### config.mk
export PLATFORM = sky130hd
export DESIGN_NAME = enc1s_rnd
export DESIGN_NICKNAME = d
export VERILOG_FILES = /design/src/rtl/enc1s_rnd.sv
export SDC_FILE = /design/constraint.sdc
export NUM_CORES = 2
export LEC_CHECK = 0
export CORE_MARGIN = 2
export CORE_UTILIZATION = 55
export CTS_CLUSTER_DIAMETER = 50
export CTS_CLUSTER_SIZE = 30
export DETAILED_ROUTE_END_ITERATION = 8
export DONT_BUFFER_PORTS = 1
export PLACE_DENSITY = 0.74
export RECOVER_POWER = 100
export SLEW_MARGIN = 15
export SYNTH_ARGS = -nofsm -noshare
export SYNTH_HDL_FRONTEND = slang
export SYNTH_SLANG_ARGS = --single-unit
### constraint.sdc
create_clock -name clk -period 29 [get_ports clk]
set_input_delay 2.9 -clock clk [delete_from_list [all_inputs] [get_ports clk]]
set_output_delay 2.9 -clock clk [all_outputs]
set_load 0.03 [all_outputs]
### src/rtl/enc1s_rnd.sv
// AES enc/dec and SM4 round sequencer around one combinational enc1s op per cycle; done after N+1 cycles (N+2 with ENC1S_RND_PIPE_EN).
// Backpressure: ready=0 while busy and a start in that window is dropped; a start in the done cycle is accepted.
module enc1s (
    input  logic [31:0] rs1,
    input  logic [31:0] rs2,
    input  logic [4:0]  fn,
    output logic [31:0] rd
);
    localparam logic [2047:0] SM4_SBOX = {
        128'hd690e9fecce13db716b614c228fb2c05, 128'h2b679a762abe04c3aa44132649860699,
        128'h9c4250f491ef987a33540b43edcfac62, 128'he4b31ca9c908e89580df94fa758f3fa6,
        128'h4707a7fcf37317ba83593c19e6854fa8, 128'h686b81b27164da8bf8eb0f4b70569d35,
        128'h1e240e5e6358d1a225227c3b01217887, 128'hd40046579fd327524c3602e7a0c4c89e,
        128'heabf8ad240c738b5a3f7f2cef96115a1, 128'he0ae5da49b341a55ad933230f58cb1e3,
        128'h1df6e22e8266ca60c02923ab0d534e6f, 128'hd5db3745defd8e2f03ff6a726d6c5b51,
        128'h8d1baf92bbddbc7f11d95c411f105ad8, 128'h0ac13188a5cd7bbd2d74d012b8e5b4b0,
        128'h8969974a0c96777e65b9f109c56ec684, 128'h18f07dec3adc4d2079ee5f3ed7cb3948
    };

    function automatic logic [7:0] xt(input logic [7:0] a);
        return {a[6:0], 1'b0} ^ (a[7] ? 8'h1b : 8'h00);
    endfunction

    function automatic logic [7:0] gmul(input logic [7:0] a, input logic [7:0] b);
        logic [7:0] p;
        logic [7:0] s;
        p = '0;
        s = a;
        for (int n = 0; n < 8; n++) begin
            if (b[n]) p = p ^ s;
            s = xt(s);
        end
        return p;
    endfunction

    // a^254 is the field inverse (and maps 0 to 0): build a^127, then square.
    function automatic logic [7:0] ginv(input logic [7:0] a);
        logic [7:0] e;
        e = a;
        for (int n = 0; n < 6; n++) e = gmul(gmul(e, e), a);
        return gmul(e, e);
    endfunction

    function automatic logic [7:0] rol8(input logic [7:0] a, input int n);
        logic [15:0] t;
        t = {a, a} << n;
        return t[15:8];
    endfunction

    function automatic logic [31:0] rol32(input logic [31:0] a, input int n);
        logic [63:0] t;
        t = {a, a} << n;
        return t[63:32];
    endfunction

    logic [7:0]  x, gi, y, y2, y4, y8;
    logic [31:0] z;

    always_comb begin
        x  = rs2[8*fn[1:0] +: 8];
        gi = ginv((fn[4:3] == 2'b01) ? (rol8(x, 1) ^ rol8(x, 3) ^ rol8(x, 6) ^ 8'h05) : x);
        y  = gi;
        y2 = xt(gi);
        y4 = xt(y2);
        y8 = xt(y4);
        z  = '0;
        case (fn[4:3])
            2'b00: begin
                y  = gi ^ rol8(gi, 1) ^ rol8(gi, 2) ^ rol8(gi, 3) ^ rol8(gi, 4) ^ 8'h63;
                y2 = xt(y);
                z  = fn[2] ? {24'h0, y} : {y2 ^ y, y, y, y2};
            end
            2'b01: z = fn[2] ? {24'h0, y} : {y8 ^ y2 ^ y, y8 ^ y4 ^ y, y8 ^ y, y8 ^ y4 ^ y2};
            2'b10: begin
                y = SM4_SBOX[11'd2047 - {x, 3'b000} -: 8];
                z = {24'h0, y};
                z = fn[2] ? (z ^ rol32(z, 13) ^ rol32(z, 23))
                          : (z ^ rol32(z, 2) ^ rol32(z, 10) ^ rol32(z, 18) ^ rol32(z, 24));
            end
            default: z = '0;
        endcase
        rd = rs1 ^ rol32(z, 8*fn[1:0]);
    end
endmodule

module enc1s_rnd (
    input  logic         clk,
    input  logic         rst,
    input  logic         start_i,
    input  logic [1:0]   mode_i,
    input  logic         last_i,
    input  logic [127:0] state_i,
    input  logic [127:0] rkey_i,
    output logic         ready_o,
    output logic         done_o,
    output logic         err_o,
    output logic [127:0] state_o
);
    typedef enum logic [1:0] {IDLE, RUN, DRAIN} fsm_t;

`ifdef ENC1S_RND_PIPE_EN
    localparam fsm_t FIN_NEXT = DRAIN;
`else
    localparam fsm_t FIN_NEXT = IDLE;
`endif

    fsm_t         fsm;
    logic [3:0]   k;
    logic [1:0]   mode_q;
    logic         last_q;
    logic [127:0] st_q;
    logic [127:0] rk_q;
    logic [31:0]  t_q;
    logic [31:0]  acc;
    logic [95:0]  res;

    logic         iss_vld, iss_fin, iss_first;
    logic [4:0]   iss_fn;
    logic [1:0]   iss_j, widx;
    logic [31:0]  iss_rs1, iss_rs2;

    logic         ex_vld, ex_fin, ex_first;
    logic [4:0]   ex_fn;
    logic [1:0]   ex_j;
    logic [31:0]  ex_rs1, ex_rs2;
    logic [31:0]  op_rs1, op_rd;

    always_comb begin
        iss_vld   = (fsm == RUN);
        iss_fn    = {mode_q, last_q, k[1:0]};
        iss_j     = k[3:2];
        widx      = mode_q[0] ? (k[3:2] - k[1:0]) : (k[3:2] + k[1:0]);
        iss_fin   = mode_q[1] ? (k == 4'd3) : (k == 4'd15);
        iss_first = mode_q[1] ? (k == 4'd0) : (k[1:0] == 2'd0);
        iss_rs1   = mode_q[1] ? st_q[31:0] : rk_q[32*k[3:2] +: 32];
        iss_rs2   = mode_q[1] ? t_q : st_q[32*widx +: 32];
    end

`ifdef ENC1S_RND_PIPE_EN
    // The rs1 select is resolved after this stage, so each op sees the acc written by the one before.
    always_ff @(posedge clk) begin
        if (rst) begin
            ex_vld   <= 1'b0;
            ex_fin   <= 1'b0;
            ex_first <= 1'b0;
            ex_fn    <= '0;
            ex_j     <= '0;
            ex_rs1   <= '0;
            ex_rs2   <= '0;
        end else begin
            ex_vld   <= iss_vld;
            ex_fin   <= iss_fin;
            ex_first <= iss_first;
            ex_fn    <= iss_fn;
            ex_j     <= iss_j;
            ex_rs1   <= iss_rs1;
            ex_rs2   <= iss_rs2;
        end
    end
`else
    always_comb begin
        ex_vld   = iss_vld;
        ex_fin   = iss_fin;
        ex_first = iss_first;
        ex_fn    = iss_fn;
        ex_j     = iss_j;
        ex_rs1   = iss_rs1;
        ex_rs2   = iss_rs2;
    end
`endif

    assign op_rs1 = ex_first ? ex_rs1 : acc;

    enc1s u_enc1s (
        .rs1 (op_rs1),
        .rs2 (ex_rs2),
        .fn  (ex_fn),
        .rd  (op_rd)
    );

    always_ff @(posedge clk) begin
        if (rst) begin
            fsm     <= IDLE;
            k       <= '0;
            mode_q  <= '0;
            last_q  <= 1'b0;
            st_q    <= '0;
            rk_q    <= '0;
            t_q     <= '0;
            acc     <= '0;
            res     <= '0;
            ready_o <= 1'b1;
            done_o  <= 1'b0;
            err_o   <= 1'b0;
            state_o <= '0;
        end else begin
            done_o <= 1'b0;
            err_o  <= 1'b0;
            case (fsm)
                IDLE: begin
                    if (start_i) begin
                        if (mode_i == 2'b11) begin
                            done_o  <= 1'b1;
                            err_o   <= 1'b1;
                            state_o <= state_i;
                        end else begin
                            fsm     <= RUN;
                            k       <= '0;
                            ready_o <= 1'b0;
                            mode_q  <= mode_i;
                            last_q  <= last_i;
                            st_q    <= state_i;
                            rk_q    <= rkey_i;
                            t_q     <= state_i[63:32] ^ state_i[95:64] ^ state_i[127:96] ^ rkey_i[31:0];
                        end
                    end
                end
                RUN: begin
                    k <= k + 4'd1;
                    if (iss_fin) begin
                        k   <= '0;
                        fsm <= FIN_NEXT;
                    end
                end
                DRAIN:   fsm <= IDLE;
                default: fsm <= IDLE;
            endcase

            if (ex_vld) begin
                acc <= op_rd;
                if (!mode_q[1] && ex_fn[1:0] == 2'd3) begin
                    case (ex_j)
                        2'd0:    res[31:0]  <= op_rd;
                        2'd1:    res[63:32] <= op_rd;
                        2'd2:    res[95:64] <= op_rd;
                        default: ;
                    endcase
                end
                if (ex_fin) begin
                    done_o  <= 1'b1;
                    ready_o <= 1'b1;
                    state_o <= mode_q[1] ? {op_rd, st_q[127:32]} : {op_rd, res};
                end
            end
        end
    end
endmodule

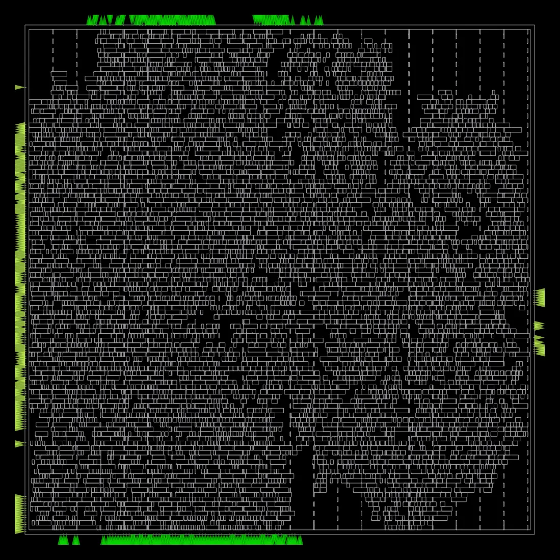
**Above:** placement view.
core area: 0.0849 mm^2
fin cells: 6999
final core occ: 58.5%
Tapcell Cnt: 1144
sequential fraction of total cell area: 22.4%

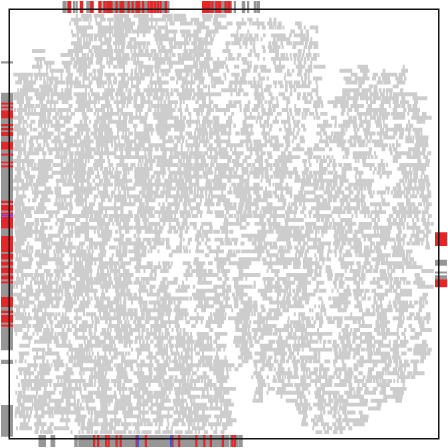
**Above:** pin placement.
Pins as bars across the die edge, other pins in gray.
color	port	pins	direction	edge
purple	`err_o`	1	output	left
blue	`mode_i`	2	input	bottom
red	`state_i`	128	input	58 left, 43 top, 16 bottom, 11 right
Die Y: 296 um
Port Buf Inserts: 0
Die X-Extent: 296 um

==> Slide: Implementation Results <==
Synthesis and Place & Route Summary

Setup path
  • Crit path buf inv count: 13
  • Start point of the critical path: k[0]
  • Cells on worst reg2reg path: 96
  • CP Depth: 96
  • RR Startpoint: k[0]
  • Crit-path max cell delay: 650 ps
  • Flop2flop setup slack: approximately 1600 ps
  • Crit Reg-Reg Endpoint: res[75]

Routing
  • Wl on met1: 64.4 mm
  • Vias: 45600
  • DRC Markers: 0
  • Drt pass-1 iters: 8
  • Drt initial violations: 5604

Clock network
  • CTS tree: done
  • Root Buffer: clkbuf_16
  • Post-CTS Hold Fix Bufs: 0
  • Clk sinks: 555
  • Post-CTS setup buffers: 0

Hold path
  • Min-Delay Startpoint: res[90]

Final layout
  • Multi-In Gates: 4960
  • Comb area share: 68.2%
  • Leading cell kind: multi-input combinational cells
  • Clock buffer cells: 41
  • Logic area: 0.0338 mm^2
  • Fillcell total: 8009
  • Flop area: 0.0111 mm^2

Run
  • Max_cap viols: 8
  • OpenROAD warning count: 58

Status
  • Run status: finished with violations
  • Failing checks: max-capacitance violations, max-slew violations

Timing
  • Fin. max-slew vios: just under 900
  • RSZ-0062 raised after global routing: false
  • Clock Skew: 35.0 ps
  • Fin crit period: 27380 ps
  • Min Hold Slack: 454 ps
  • Fmax: 0.0365 GHz

GRT
  • Busiest layer in global routing: met2
  • Remaining global-route overflow: 0
  • Largest net degree at the start of global routing: 556
  • M1 GR Usage: 46.9%

Die
  • Die footprint: 0.0878 mm^2
  • FP Util: between 50 and 60%
  • Rows: 107

Synthesis
  • Synth area leaders: dfxtp_1 24%, nand2_1 11%, xnor2_1 8.7%
  • Floorplan Nets: 6370
  • Avg Cell Area, Syn: ~7.7 um^2
  • Gate count after technology mapping: 6078
  • # Cells Yosys: 6078
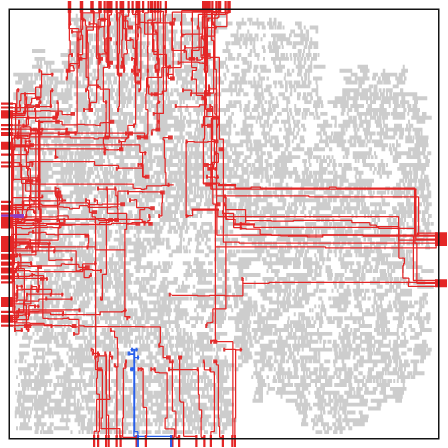
**Above:** wires at chosen ports, followed through buffers.
color	port	bits	direction	edge	end cells	buffers	wire
red	`state_i`	128	input	58 left, 43 top, 16 bottom, 11 right	320	0	11900 um
blue	`mode_i`	2	input	bottom	5	0	170 um
purple	`err_o`	1	output	left	1	0	9.50 um
I/O Pins: 393

per-stage QoR:
stage	std cells	cell area (um^2)	setup WS (ps)
4_1_cts	6985	49600	1570
3_5_place_dp	6921	48200	1620
6_report	6999	49600	1620
2_1_floorplan	6078	47000	30.0
3_3_place_gp	6921	48200	2180
5_1_grt	6995	49600	27.3
state kept, by name, indices dropped and copies added (netlist names):
register	flops
t_q	32
state_o	128
err_o	1
fsm	1
done_o	1
rk_q	128
acc	32
ready_o	1
k	4
mode_q	2
st_q	128
last_q	1
res	96
cells in the final DEF, fill, tap and decap left out, types with 19 or more instances in the layout:
cell / count
nand2_1: 1327
a21oi_1: 604
dfxtp_1: 549
nor2_1: 482
xnor2_1: 461
buf_4: 213
a211oi_1: 190
mux2i_1: 172
xor2_1: 154
o21ai_0: 154
xnor3_1: 139
nor2b_1: 111
a311oi_1: 106
nor3_1: 95
nand3_1: 94
mux4_2: 60
o22ai_1: 40
and2_1: 39
a22oi_1: 39
xnor2_2: 39
clkbuf_16: 37
o211ai_1: 36
a31oi_1: 32
o21a_1: 29
ha_1: 29
inv_1: 28
o21ai_1: 28
or3_1: 26
mux2_2: 23
and3_1: 22
o311ai_0: 21
o221ai_1: 20
a32oi_1: 19
Yosys cell counts (39+ instances only):
master and number:
nand2_1 1329, a21oi_1 605, dfxtp_1 555, nor2_1 485
xnor2_1 465, clkbuf_1 407, a211oi_1 190, mux2i_1 174
o21ai_0 154, xor2_1 154, xnor3_1 140, nor2b_1 112
a311oi_1 106, nor3_1 95, nand3_1 94, mux4_2 60
buf_1 58, and2_1 41, buf_2 41, o22ai_1 40
a22oi_1 39
